`config.mk`:
```
export PLATFORM = sky130hd
export DESIGN_NAME = alu_sequencer
export DESIGN_NICKNAME = d
export VERILOG_FILES = /design/src/rtl/alu_sequencer.sv
export SDC_FILE = /design/constraint.sdc
export NUM_CORES = 1
export LEC_CHECK = 0
export ABC_AREA = 0
export CORE_MARGIN = 2
export CORE_UTILIZATION = 40
export CTS_CLUSTER_SIZE = 16
export DETAILED_ROUTE_END_ITERATION = 12
export PLACE_DENSITY = 0.71
export SYNTH_ARGS = -nofsm -noshare
export SYNTH_HDL_FRONTEND = slang
export SYNTH_SLANG_ARGS = --single-unit
export TNS_END_PERCENT = 20
```
`constraint.sdc`:
```
create_clock -name clk_in -period 5.6 [get_ports clk_in]
set_input_delay 1.4 -clock clk_in [delete_from_list [all_inputs] [get_ports clk_in]]
set_output_delay 1.4 -clock clk_in [all_outputs]
set_load 0.01 [all_outputs]
```
`src/rtl/alu_sequencer.sv`:
```
// CHIP-8 8XYn sequencer: runs LD/OR/AND/XOR locally and hands ADD to the alu,
// then writes Vx (and VF for ADD) back to the register file.
package alu_pkg;
  typedef enum logic [2:0] {
    ADD    = 3'd0,
    SUB    = 3'd1,
    AND_OP = 3'd2,
    OR_OP  = 3'd3,
    XOR_OP = 3'd4
  } alu_op_e;

  typedef struct packed {
    alu_op_e    op;
    logic [7:0] operand_a;
    logic [7:0] operand_b;
  } alu_input;
endpackage

module alu_sequencer
  import alu_pkg::*;
#(
  parameter int         ALU_TIMEOUT = 16,
  parameter logic [3:0] VF_ADDR     = 4'hF
) (
  input  logic       clk_in,
  input  logic       rst_in,
  input  logic       start_in,
  input  logic [15:0] opcode_in,
  input  logic [7:0] vx_in,
  input  logic [7:0] vy_in,
  output logic       busy_out,
  output logic       done_out,
  output logic       illegal_out,
  output logic       timeout_out,
  output logic       wr_en_out,
  output logic [3:0] wr_addr_out,
  output logic [7:0] wr_data_out,
  output logic       alu_rst_out,
  output alu_input   alu_in_out,
  input  logic [7:0] alu_result_in,
  input  logic       alu_overflow_in,
  input  logic       alu_done_in
);

  localparam int CW = $clog2(ALU_TIMEOUT + 1);

  typedef enum logic [2:0] {
    IDLE     = 3'd0,
    ALU_WAIT = 3'd1,
    WB_VX    = 3'd2,
    WB_VF    = 3'd3,
    FINISH   = 3'd4
  } state_e;

  state_e        state, state_nxt;
  logic [3:0]    x_q;
  logic          add_q;
  logic [7:0]    vx_q, vy_q, result_q;
  logic          carry_q;
  logic [CW-1:0] cnt_q;
  logic          illegal_q, timeout_q;

  logic          start_illegal, start_add, cnt_last;
  logic [7:0]    local_res;

  // Operand nibbles [7:4] carry the Y index, which the regfile has already resolved.
  logic unused_opcode_bits;
  assign unused_opcode_bits = ^opcode_in[7:4];

  assign start_illegal = (opcode_in[15:12] != 4'h8) || (opcode_in[3:0] > 4'h4);
  assign start_add     = (opcode_in[3:0] == 4'h4);
  assign cnt_last      = (cnt_q == CW'(ALU_TIMEOUT - 1));

  always_comb begin
    local_res = vy_in;
    case (opcode_in[1:0])
      2'd0:    local_res = vy_in;
      2'd1:    local_res = vx_in | vy_in;
      2'd2:    local_res = vx_in & vy_in;
      default: local_res = vx_in ^ vy_in;
    endcase
  end

  // start_in is a request with no ready: it is accepted only on an edge where
  // busy_out is low, and dropped otherwise.
  always_comb begin
    state_nxt = state;
    case (state)
      IDLE: begin
        if (start_in) begin
          if (start_illegal)  state_nxt = FINISH;
          else if (start_add) state_nxt = ALU_WAIT;
          else                state_nxt = WB_VX;
        end
      end
      ALU_WAIT: begin
        if (alu_done_in)   state_nxt = WB_VX;
        else if (cnt_last) state_nxt = FINISH;
      end
      WB_VX:   state_nxt = add_q ? WB_VF : FINISH;
      WB_VF:   state_nxt = FINISH;
      FINISH:  state_nxt = IDLE;
      default: state_nxt = IDLE;
    endcase
  end

  always_ff @(posedge clk_in or negedge rst_in) begin
    if (!rst_in) state <= IDLE;
    else         state <= state_nxt;
  end

  always_ff @(posedge clk_in or negedge rst_in) begin
    if (!rst_in) begin
      x_q       <= '0;
      add_q     <= 1'b0;
      vx_q      <= '0;
      vy_q      <= '0;
      result_q  <= '0;
      carry_q   <= 1'b0;
      cnt_q     <= '0;
      illegal_q <= 1'b0;
      timeout_q <= 1'b0;
    end else begin
      case (state)
        IDLE: begin
          if (start_in) begin
            x_q       <= opcode_in[11:8];
            add_q     <= start_add && !start_illegal;
            vx_q      <= vx_in;
            vy_q      <= vy_in;
            result_q  <= local_res;
            carry_q   <= 1'b0;
            cnt_q     <= '0;
            illegal_q <= start_illegal;
            timeout_q <= 1'b0;
          end
        end
        ALU_WAIT: begin
          cnt_q <= cnt_q + CW'(1);
          if (alu_done_in) begin
            result_q <= alu_result_in;
            carry_q  <= alu_overflow_in;
          end else if (cnt_last) begin
            timeout_q <= 1'b1;
          end
        end
        default: ;
      endcase
    end
  end

  // All outputs decode the state register, so async reset clears them at once.
  always_comb begin
    busy_out    = (state != IDLE);
    done_out    = (state == FINISH);
    illegal_out = (state == FINISH) && illegal_q;
    timeout_out = (state == FINISH) && timeout_q;
    wr_en_out   = 1'b0;
    wr_addr_out = '0;
    wr_data_out = '0;
    alu_rst_out = (state != ALU_WAIT);
    alu_in_out  = '{op: ADD, operand_a: 8'h00, operand_b: 8'h00};
    case (state)
      ALU_WAIT: alu_in_out = '{op: ADD, operand_a: vx_q, operand_b: vy_q};
      WB_VX: begin
        wr_en_out   = 1'b1;
        wr_addr_out = x_q;
        wr_data_out = result_q;
      end
      WB_VF: begin
        wr_en_out   = 1'b1;
        wr_addr_out = VF_ADDR;
        wr_data_out = {7'b0, carry_q};
      end
      default: ;
    endcase
  end

endmodule

```
Fig. 1: zoomed window
Window x 17 to 67, y 34 to 84 um. Cells in gray, sequential cells in the stronger gray; small squares are vias.
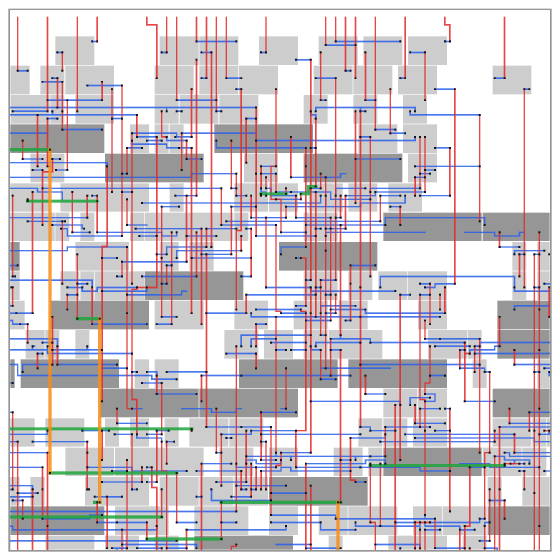
[green] M3
[red] M2
[orange] M4
[blue] M1
sequential cells in the window: 22
netlist names of flops here include: result_q (8), vy_q (4), x_q (4)
most frequent: clkdlybuf4s50_1 (25), dfrtp_1 (22), nand2_1 (14)
cells with their middle in the window: 150

Fig. 2: cell sizes after repair
Scale: 3 px per um.
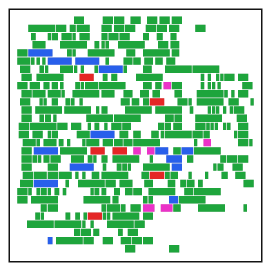
[green] x1 and smaller | cells: 309 | share: 92%
[red] x6 and larger | cells: 6 | share: 1.8%
[magenta] x3 and x4 | cells: 6 | share: 1.8%
[blue] x2 | cells: 14 | share: 4.2%
worst setup margin: 1942 ps
post-synthesis to final-layout area growth: 33.96%
cell area after layout: 0.003401 sq mm

==> impl_metrics.json <==
{
  "antenna_found_initial": 0,
  "simple_gate_share": 0.2159,
  "htreeDepth": 2,
  "warning_count": 38,
  "clock_buffer_count": 8,
  "cts.sinks": 40,
  "gp_congestion": 0.7572,
  "crit_path_start_kind": "register",
  "p_comb_mw": 0.132,
  "seq_area_sq_mm": 0.001001,
  "switchingPower_mw": 0.1809,
  "cts_made_buffers": 5,
  "reg2reg_slack_ps": 3500,
  "synth_chip_area_sq_mm": 0.002539,
  "grt_pass1_wl_mm": 10.21,
  "period_minus_slack_ps": 3658,
  "clockPowerShare": 0.297,
  "io_pins": 82,
  "ant_nets": 0,
  "critPathKind": "reg -> out",
  "cp_slowest_cell": "dfrtp_1",
  "drt-pass1-iter-count": 4,
  "top_cells_by_count": "40 x dfrtp_1, 33 x nand2_1, 27 x inv_1",
  "switching_share": 0.2672,
  "top_logic_kind": "simple AND/OR/NAND/NOR gates",
  "synth_warnings": 0,
  "met3_usage": 0.03561,
  "nFillCells": 578,
  "yosysTopAreaCellShare": 0.3943,
  "core_sq_mm": 0.006241,
  "synth.cellmix.compoundShare": 0.1321,
  "fin_crit_sh": 0.6532,
  "cts_tree": "yes",
  "wl_met1_mm": 2.690,
  "wl_per_cell_um": 14.28,
  "dpl.hpwl_mm": 4.340,
  "final_cell_mix": "73 x clkdlybuf4s50_1, 40 x dfrtp_1, 33 x nand2_1",
  "synth_area_per_cell_sq_um": 9.508,
  "largestClassByArea": "combinational gates",
  "clock_tree_area_fraction": 0.02649,
  "synth_cells": 267,
  "nNonClkInverters": 28,
  "grt_use_met2": 0.2938,
  "mostFrequentLayoutCell": "clkdlybuf4s50_1",
  "grt_max_degree": 47,
  "maxPowerGroup": "sequential cells",
  "async_flop_share": 1.000,
  "post_cts_resized": 0,
  "synth-edff-count": 0,
  "initCoreUtil": 0.4068,
  "top_cells_by_area": "dfrtp_1 39%, ha_1 8.9%, mux4_2 7.1%, and2_1 5.9%, nand2_1 4.9%",
  "cts_setup_buffers": 0,
  "highest_layer": "met4",
  "met1_usage": 0.2393,
  "final_nets": 397,
  "ctsHoldBuffers": 0,
  "fp.dieW_um": 83.67,
  "ys.flop_type": "dfrtp_1",
  "grt-ovfl-total": 0,
  "holdPathEnd": "vx_q[4]",
  "relSlewSlack": 0.3745,
  "crit_required_ps": 4200,
  "drt_iter0_drc": 75,
  "holdCritPathClass": "reg -> reg",
  "io_buffer_count": 74,
  "buffer_area_frac": 0.2252,
  "wl_met3_um": 350,
  "clkLatencyLatePin_ps": 290,
  "power_frac_comb": 0.194,
  "xor_share": 0,
  "p_int_mw": 0.4963,
  "grt.busiest_layer": "met2",
  "logic_gates": 181,
  "crit_chain": "nor3b_2 > buf_4 > clkinv_1 > clkdlybuf4s50_1",
  "dr_wl_met2_mm": 2.788,
  "diodes": 0,
  "top_cell": "dfrtp_1",
  "skew_ps": 2.003,
  "path_clk_slew_ps": 80,
  "drc": 0,
  "power.total_mw": 0.6773,
  "ir_drop_mv": 0.1129,
  "max_stage_delay_ps": 690,
  "r2r_cells": 6,
  "max_freq_mhz": 273.4,
  "cp_max_fo": 18,
  "final_max_slew_viol_count": 0,
  "ys_ff": 40,
  "powerDensity_mw_per_mm2": 199.2,
  "status": "completed",
  "drt-vias-per-instance": 5.112,
  "powerSeq_mw": 0.344,
  "rows": 29,
  "rsz0062_at_grt": "false",
  "crit_path_start": "state[0]",
  "drive_gt1_frac": 0.07761,
  "r2r-end": "state[2]",
  "comb_share": 0.3948,
  "ys_cells": 267,
  "mux_share": 0.08329,
  "hold_viol": 0,
  "buffers": 78,
  "cts_root_buffer": "clkbuf_8",
  "cap_violations": 0,
  "pg_clk_mw": 0.201,
  "top_area_cell": "dfrtp_1",
  "finalSetupViolCount": 0,
  "synthAdderAreaFrac": 0.08871,
  "clockBufferDepth": 2,
  "p_leak_nw": 1.595,
  "die_y_um": 83.67,
  "dieArea_sq_mm": 0.007000,
  "yosys.stat.seqShare": 0.3943,
  "synth_area_sq_mm": 0.002539,
  "setup_tns_ps": 0,
  "worstMarginPinSlew_ps": 938.3,
  "min_delay_path_depth": 2
}
Fig. 3: placed standard cells
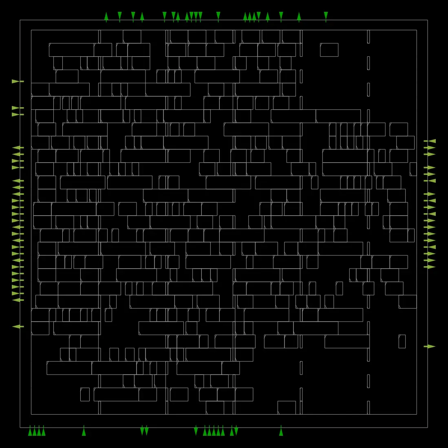
num sequential: 40
tap cells: 77
sequential fraction of total cell area: 0.2943
final core utilization: 0.5449
non-filler cells, final: 412

Fig. 4: wire density map
Scale: 4 px per um. 17 x 17 tiles, from dark purple (low) to yellow (high), scaled to the fullest tile. Values are wire area over tile area, all layers added.
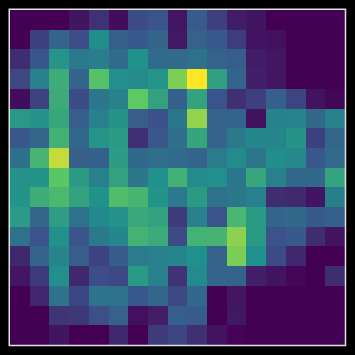
densest ninth of the die: middle left
fullest tile: 0.44
tiles over half the peak: 19%
WL final: 5.884 mm
total track usage: 0.1780

==> critical path: cells and delay by family, from the launching register on <==
kind | cells | cell delay (ps)
flip-flops | 1 | 690
AND/OR/NAND/NOR | 1 | 290
buffers and inverters | 3 | 980
==> per-stage QoR <==
step                worst slack, ps  instances  cell area (sq um)  hold WS, ps
finish                         1942        412               3401        473.7
CTS                            1920        412               3401        479.7
global route                   1781        412               3401        498.1
detailed placement             2251        404               3311        462.5
floorplan                      2821        269               2546        437.2
global placement               2240        404               3311        453.9
==> state kept, by name, indices dropped and copies added, names as in the netlist <==
register	flops
result_q	8
vx_q	8
vy_q	8
cnt_q	5
x_q	4
state	3
add_q	1
carry_q	1
illegal_q	1
timeout_q	1
